### config.mk
export PLATFORM = sky130hd
export DESIGN_NAME = serial_addsub_nibble
export DESIGN_NICKNAME = d
export VERILOG_FILES = /design/src/rtl/serial_addsub_nibble.sv
export SDC_FILE = /design/constraint.sdc
export NUM_CORES = 1
export LEC_CHECK = 0
export CORE_MARGIN = 4
export CORE_UTILIZATION = 41
export CTS_CLUSTER_DIAMETER = 60
export DETAILED_ROUTE_END_ITERATION = 12
export GPL_ROUTABILITY_DRIVEN = 0
export GPL_TIMING_DRIVEN = 0
export PLACE_DENSITY = 0.7
export SYNTH_ARGS = -nofsm -noshare
export SYNTH_HDL_FRONTEND = slang
export SYNTH_SLANG_ARGS = --single-unit
export TNS_END_PERCENT = 10
### constraint.sdc
create_clock -name clk -period 3.5 [get_ports clk]
set_input_delay 0.7 -clock clk [delete_from_list [all_inputs] [get_ports clk]]
set_output_delay 0.7 -clock clk [all_outputs]
set_load 0.02 [all_outputs]
### src/rtl/serial_addsub_nibble.sv
// serial_addsub_nibble: WIDTH-bit adder/subtractor that walks the operands one
// nibble per clock (LSB nibble first) through a single 4-bit carry-look-ahead
// slice, keeping the inter-nibble carry in a register.
//
// Optional feature: define SERIAL_ADDSUB_ZERO_FLAG_EN to add the `z` output
// (result-is-zero flag built from a sticky OR of every nibble sum).

// 4-bit carry-look-ahead add/sub slice. With sub=1 the y operand is inverted
// and the carry-in forced to 1 (two's complement subtract).
module claAddSub4 (
    input  logic       sub,
    input  logic       cin,
    input  logic [3:0] x,
    input  logic [3:0] y,
    output logic [3:0] sum,
    output logic       cout,
    output logic       v
);

    logic [3:0] yy;
    logic [3:0] g;
    logic [3:0] p;
    logic [4:0] c;

    // Generate/propagate terms and flat look-ahead carries for all four bits.
    always_comb begin
        yy   = y ^ {4{sub}};
        g    = x & yy;
        p    = x ^ yy;
        c[0] = cin | sub;
        c[1] = g[0] | (p[0] & c[0]);
        c[2] = g[1] | (p[1] & g[0]) | (p[1] & p[0] & c[0]);
        c[3] = g[2] | (p[2] & g[1]) | (p[2] & p[1] & g[0])
             | (p[2] & p[1] & p[0] & c[0]);
        c[4] = g[3] | (p[3] & g[2]) | (p[3] & p[2] & g[1])
             | (p[3] & p[2] & p[1] & g[0])
             | (p[3] & p[2] & p[1] & p[0] & c[0]);
        sum  = p ^ c[3:0];
        cout = c[4];
        v    = c[3] ^ c[4];
    end

endmodule

module serial_addsub_nibble #(
    parameter int WIDTH = 32
) (
    input  logic             clk,
    input  logic             rst,
    input  logic             in_valid,
    output logic             in_ready,
    input  logic             sub,
    input  logic             cin,
    input  logic [WIDTH-1:0] x,
    input  logic [WIDTH-1:0] y,
    output logic             out_valid,
    input  logic             out_ready,
    output logic [WIDTH-1:0] out,
    output logic             cout,
`ifdef SERIAL_ADDSUB_ZERO_FLAG_EN
    output logic             v,
    output logic             z
`else
    output logic             v
`endif
);

    localparam int N  = WIDTH / 4;
    localparam int KW = (N > 1) ? $clog2(N) : 1;
    localparam logic [KW-1:0] LAST_K = KW'(N - 1);

    typedef enum logic [1:0] {
        IDLE = 2'd0,
        RUN  = 2'd1,
        DONE = 2'd2
    } state_t;

    state_t state;
    state_t state_n;

    // Operands are shifted right one nibble per RUN cycle so the slice
    // always reads bits [3:0]; the result fills from the top so that after
    // N cycles nibble 0 sits at the bottom.
    logic [WIDTH-1:0] x_sh;
    logic [WIDTH-1:0] y_sh;
    logic             sub_lat;
    logic             carry;
    logic [KW-1:0]    k;
    logic [WIDTH-1:0] result;
    logic             cout_r;
    logic             v_r;

    logic             accept;
    logic             last;
    logic [3:0]       y_nib;
    logic [3:0]       slice_sum;
    logic             slice_cout;
    logic             slice_v;
    logic [WIDTH-1:0] sum_top;

    assign accept  = in_valid && (state == IDLE);
    assign last    = (state == RUN) && (k == LAST_K);
    assign y_nib   = y_sh[3:0] ^ {4{sub_lat}};
    assign sum_top = WIDTH'(slice_sum) << (WIDTH - 4);

    claAddSub4 u_slice (
        .sub  (1'b0),
        .cin  (carry),
        .x    (x_sh[3:0]),
        .y    (y_nib),
        .sum  (slice_sum),
        .cout (slice_cout),
        .v    (slice_v)
    );

    // State register.
    always_ff @(posedge clk or posedge rst) begin
        if (rst) begin
            state <= IDLE;
        end else begin
            state <= state_n;
        end
    end

    // Next-state logic and handshake outputs decoded from the state register.
    always_comb begin
        state_n   = state;
        in_ready  = 1'b0;
        out_valid = 1'b0;
        case (state)
            IDLE: begin
                in_ready = 1'b1;
                if (in_valid) begin
                    state_n = RUN;
                end
            end
            RUN: begin
                if (k == LAST_K) begin
                    state_n = DONE;
                end
            end
            DONE: begin
                out_valid = 1'b1;
                if (out_ready) begin
                    state_n = IDLE;
                end
            end
            default: begin
                state_n = IDLE;
            end
        endcase
    end

    // Operand capture on accept, then one nibble per RUN cycle; final
    // carry and overflow are latched on the last nibble.
    always_ff @(posedge clk or posedge rst) begin
        if (rst) begin
            x_sh    <= '0;
            y_sh    <= '0;
            sub_lat <= 1'b0;
            carry   <= 1'b0;
            k       <= '0;
            result  <= '0;
            cout_r  <= 1'b0;
            v_r     <= 1'b0;
        end else if (accept) begin
            x_sh    <= x;
            y_sh    <= y;
            sub_lat <= sub;
            carry   <= sub | cin;
            k       <= '0;
        end else if (state == RUN) begin
            x_sh   <= x_sh >> 4;
            y_sh   <= y_sh >> 4;
            result <= (result >> 4) | sum_top;
            carry  <= slice_cout;
            k      <= k + KW'(1);
            if (last) begin
                cout_r <= slice_cout;
                v_r    <= slice_v;
            end
        end
    end

    assign out  = result;
    assign cout = cout_r;
    assign v    = v_r;

`ifdef SERIAL_ADDSUB_ZERO_FLAG_EN
    logic sticky;
    logic z_r;

    // Sticky OR of all nibble sums; z is its inverse, captured on the last nibble.
    always_ff @(posedge clk or posedge rst) begin
        if (rst) begin
            sticky <= 1'b0;
            z_r    <= 1'b0;
        end else if (accept) begin
            sticky <= 1'b0;
        end else if (state == RUN) begin
            sticky <= sticky | (|slice_sum);
            if (last) begin
                z_r <= ~(sticky | (|slice_sum));
            end
        end
    end

    assign z = z_r;
`endif

endmodule

==> run_1/clocks.png <==
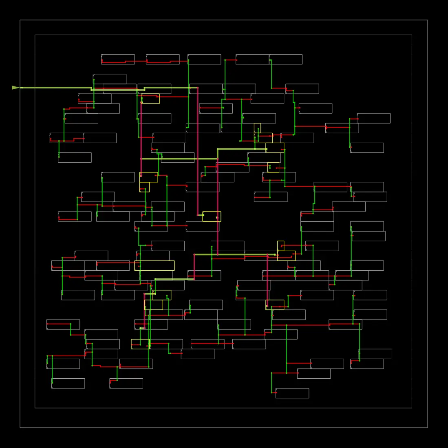
clock buf count: 10
TritonCTS buffer count: 9

==> run_1/clk_routes.png <==
Drawn at 4 px/micron.
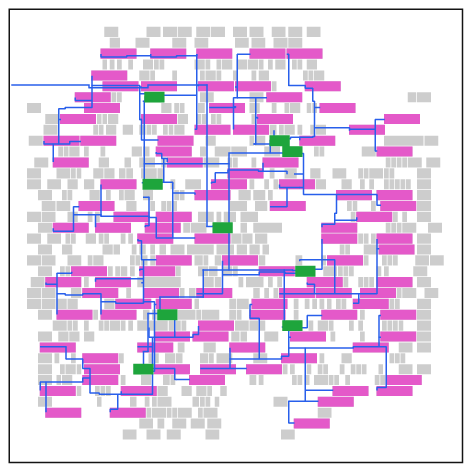
[flip-flops] magenta | count: 105
[clock wires] blue | length: 1200 microns
[clock drivers] green | count: 9
flops lie: all over the die
routed clock nets: 10
clock share of power: 0.134
clock group power: 746 uW
worst clock skew: 0.00854 ns
Late-Pin Clk Latency: 0.36 ns

==> flow_summary.json, run 1 <==
{
  "dp_hpwl_microns": 7960,
  "period_needed_ns": 2.42,
  "ys_sh_aoi": 0.131,
  "cts_buffer_depth": 2,
  "pin_count": 106,
  "edf_count": 0,
  "grt_use_met1": 0.242,
  "ys_area_sq_um": 4510,
  "met1_length_microns": 4900,
  "pg_comb_uw": 2710,
  "reg2reg_depth": 7,
  "die-area_sq_um": 12700,
  "die_x_microns": 113,
  "synth_dominant_cell_count": "nand2_1",
  "warning_count": 26,
  "path_max_fanout": 6,
  "dominant_cells": "registers",
  "overflow": 0,
  "ys_cells": 472,
  "route.met2.wl_microns": 5030,
  "worst_slew_margin_rel": 0.556,
  "logic_gate_count": 334,
  "combPwrFrac": 0.487,
  "vdd_drop_max_mv": 0.385,
  "setup_viol": 0,
  "startpoint": "state[1]$_DFFE_PP0P_",
  "status": "finished, final reports clean",
  "firstDrtPassIters": 6,
  "flop_area_sq_um": 2630,
  "min_path_cells": 2,
  "yosys.area_share.simple": 0.201,
  "ant_nets": 0,
  "seq_share": 0.441,
  "rsz0062_at_grt": "no",
  "die-height_microns": 113
}
==> run_1/layer_met3.png <==
Drawn at 4 px/micron.
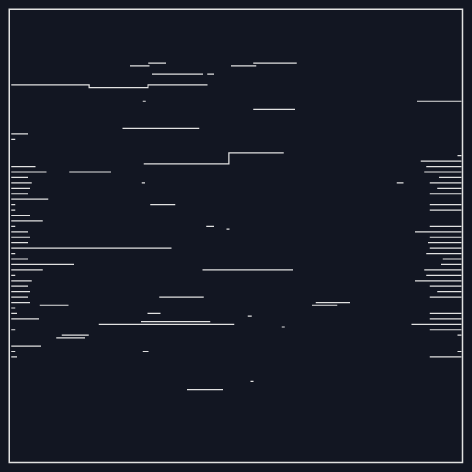
wire length on this layer: 720 microns
longest straight run: 39.8 microns
main direction: horizontal
final WL: 10800 microns
met3 usage: 0.0396
total number of vias: 3684

==> run_1/wires.png <==
Drawn at 2 px/micron.
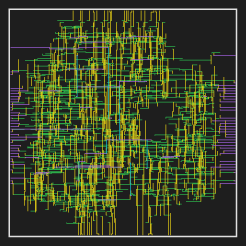

## Run 2: what changed since run 1
--- a/config.mk
+++ b/config.mk
@@ -11,7 +11,7 @@
 export DETAILED_ROUTE_END_ITERATION = 12
 export GPL_ROUTABILITY_DRIVEN = 0
 export GPL_TIMING_DRIVEN = 0
-export PLACE_DENSITY = 0.7
+export PLACE_DENSITY = 0.68
 export SYNTH_ARGS = -nofsm -noshare
 export SYNTH_HDL_FRONTEND = slang
 export SYNTH_SLANG_ARGS = --single-unit
==> constraint.sdc (replaced) <==
create_clock -name clk -period 2.3 [get_ports clk]
set_input_delay 0.46 -clock clk [delete_from_list [all_inputs] [get_ports clk]]
set_output_delay 0.46 -clock clk [all_outputs]
set_load 0.02 [all_outputs]
==> run_2/wires.png <==
Drawn at 2 px/micron.
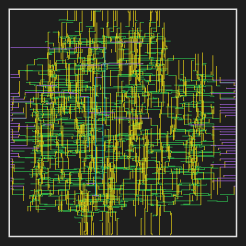
| layer | colour | wire length |
|---|---|---|
| metal 4 | cyan | 146 microns |
| metal 3 | purple | 555 microns |
| metal 2 | yellow | 5180 microns |
| metal 1 | green | 5020 microns |
final WL: 10900 microns
total track usage: 0.178

==> run_2/layer_met3.png <==
Drawn at 4 px/micron.
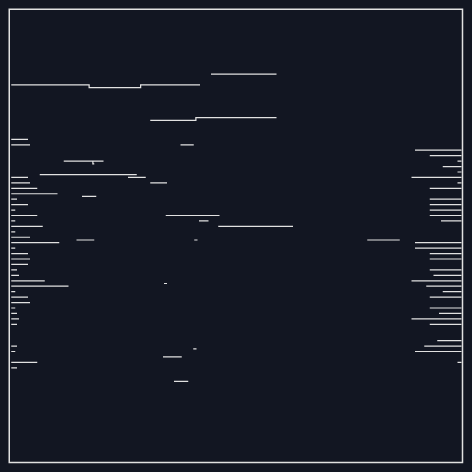
wire length on this layer: 555 microns
share of all routed wire: 5.1%
longest straight run: 23.9 microns
total number of vias: 3685

==> run_2/logic_types.png <==
Drawn at 2 px/micron.
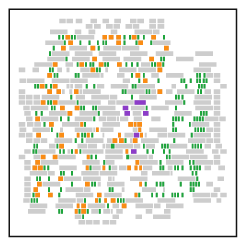
| family | colour | cells |
|---|---|---|
| nand cells | green | 226 |
| aoi and oai cells | orange | 84 |
| xor and xnor cells | purple | 6 |
Layout Cells excl Fill: 732
most frequent logic cell in the layout: nand2_1
multi-input combinational area share: 0.279

==> run 2 against run 1 <==
Compared with the run above: routed wire length increased by 1.1%; register-to-register slack got worse by 1.1 ns; hold slack worse by 0.0042 ns; setup slack worse by 0.95 ns; first-iteration DRC count up 7.4%; final area increased by 0.55%; cell count down 0.14%; sequential share of layout area shrank 0.24 points; sequential power grew 53%; synthesized cell count did not move; die area unchanged; area after synthesis did not move.
==> flow_summary.json, run 2 <==
{
  "worst_slew_margin_rel": 0.575,
  "synth_dominant_cell_count": "nand2_1",
  "min_path_cells": 2,
  "firstDrtPassIters": 5,
  "p_clk_uw": 1210,
  "clkbuf_count": 10,
  "dp_hpwl_microns": 8220,
  "startpoint": "state[1]$_DFFE_PP0P_",
  "ant_nets": 0,
  "insertion_delay_ns": 0.35,
  "met1_length_microns": 5020,
  "warning_count": 26,
  "status": "finished, final reports clean",
  "ys_sh_aoi": 0.131,
  "pg_comb_uw": 4170,
  "yosys.area_share.simple": 0.201,
  "edf_count": 0,
  "die-height_microns": 113,
  "route.met2.wl_microns": 5180,
  "rsz0062_at_grt": "no",
  "clkPwrFrac": 0.141,
  "vdd_drop_max_mv": 0.681,
  "flop_area_sq_um": 2630,
  "die-area_sq_um": 12700,
  "period_needed_ns": 2.17,
  "die_x_microns": 113,
  "combPwrFrac": 0.484,
  "overflow": 0,
  "ys_cells": 472,
  "ys_area_sq_um": 4510,
  "dominant_cells": "registers",
  "synthTopLogicFamily": "simple AND/OR/NAND/NOR gates",
  "pin_count": 106,
  "path_max_fanout": 6,
  "seq_share": 0.438,
  "setup_viol": 0
}
## Run 3: what changed since run 2
--- a/config.mk
+++ b/config.mk
@@ -12,6 +12,7 @@
 export GPL_ROUTABILITY_DRIVEN = 0
 export GPL_TIMING_DRIVEN = 0
 export PLACE_DENSITY = 0.68
+export SKIP_CTS_REPAIR_TIMING = 1
 export SYNTH_ARGS = -nofsm -noshare
 export SYNTH_HDL_FRONTEND = slang
 export SYNTH_SLANG_ARGS = --single-unit
==> run_3/clocks.png <==
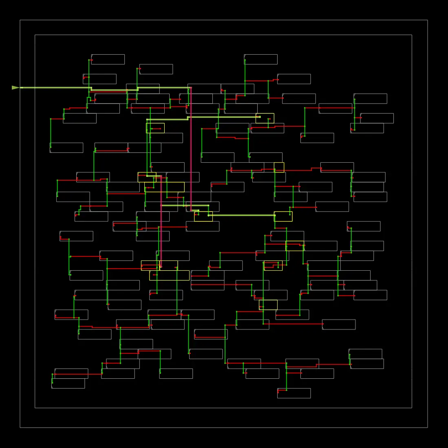
clock group power: 1210 uW
worst clock skew: 0.0123 ns

==> run_3/layer_met3.png <==
Drawn at 4 px/micron.
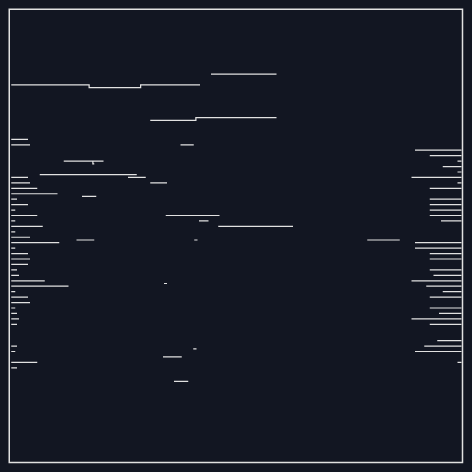
share of all routed wire: 5.1%
main direction: horizontal
wire length on this layer: 555 microns

==> run_3/clk_routes.png <==
Drawn at 4 px/micron.
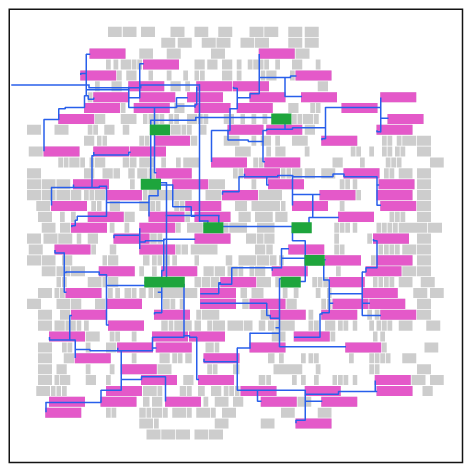
[flip-flops] magenta | count: 105
[clock wires] blue | length: 1160 microns
[clock drivers] green | count: 9
flops lie: all over the die
clock share of power: 0.141
Late-Pin Clk Latency: 0.35 ns

==> run 3 against run 2 <==
Compared with the run above: setup slack unchanged; global-route usage unchanged; hold slack did not move; clock skew stayed put; routed wire length did not move; utilization did not move; non-clock buffer count unchanged; largest power group unchanged.
==> flow_summary.json, run 3 <==
{
  "overflow": 0,
  "path_max_fanout": 6,
  "yosys.area_share.simple": 0.201,
  "grt_use_met1": 0.243,
  "met1_length_microns": 5020,
  "period_needed_ns": 2.17,
  "pg_comb_uw": 4170,
  "edf_count": 0,
  "synthTopLogicFamily": "simple AND/OR/NAND/NOR gates",
  "route.met2.wl_microns": 5180,
  "setup_viol": 0,
  "flop_area_sq_um": 2630,
  "dominant_cells": "registers",
  "cts_buffer_depth": 2,
  "worst_slew_margin_rel": 0.575,
  "die-height_microns": 113,
  "status": "finished, final reports clean",
  "ys_cells": 472,
  "use_met3": 0.0396,
  "seq_share": 0.438,
  "logic_gate_count": 334,
  "die_x_microns": 113,
  "ys_area_sq_um": 4510,
  "via_count": 3685
}
Power and IR drop assume default switching activity.
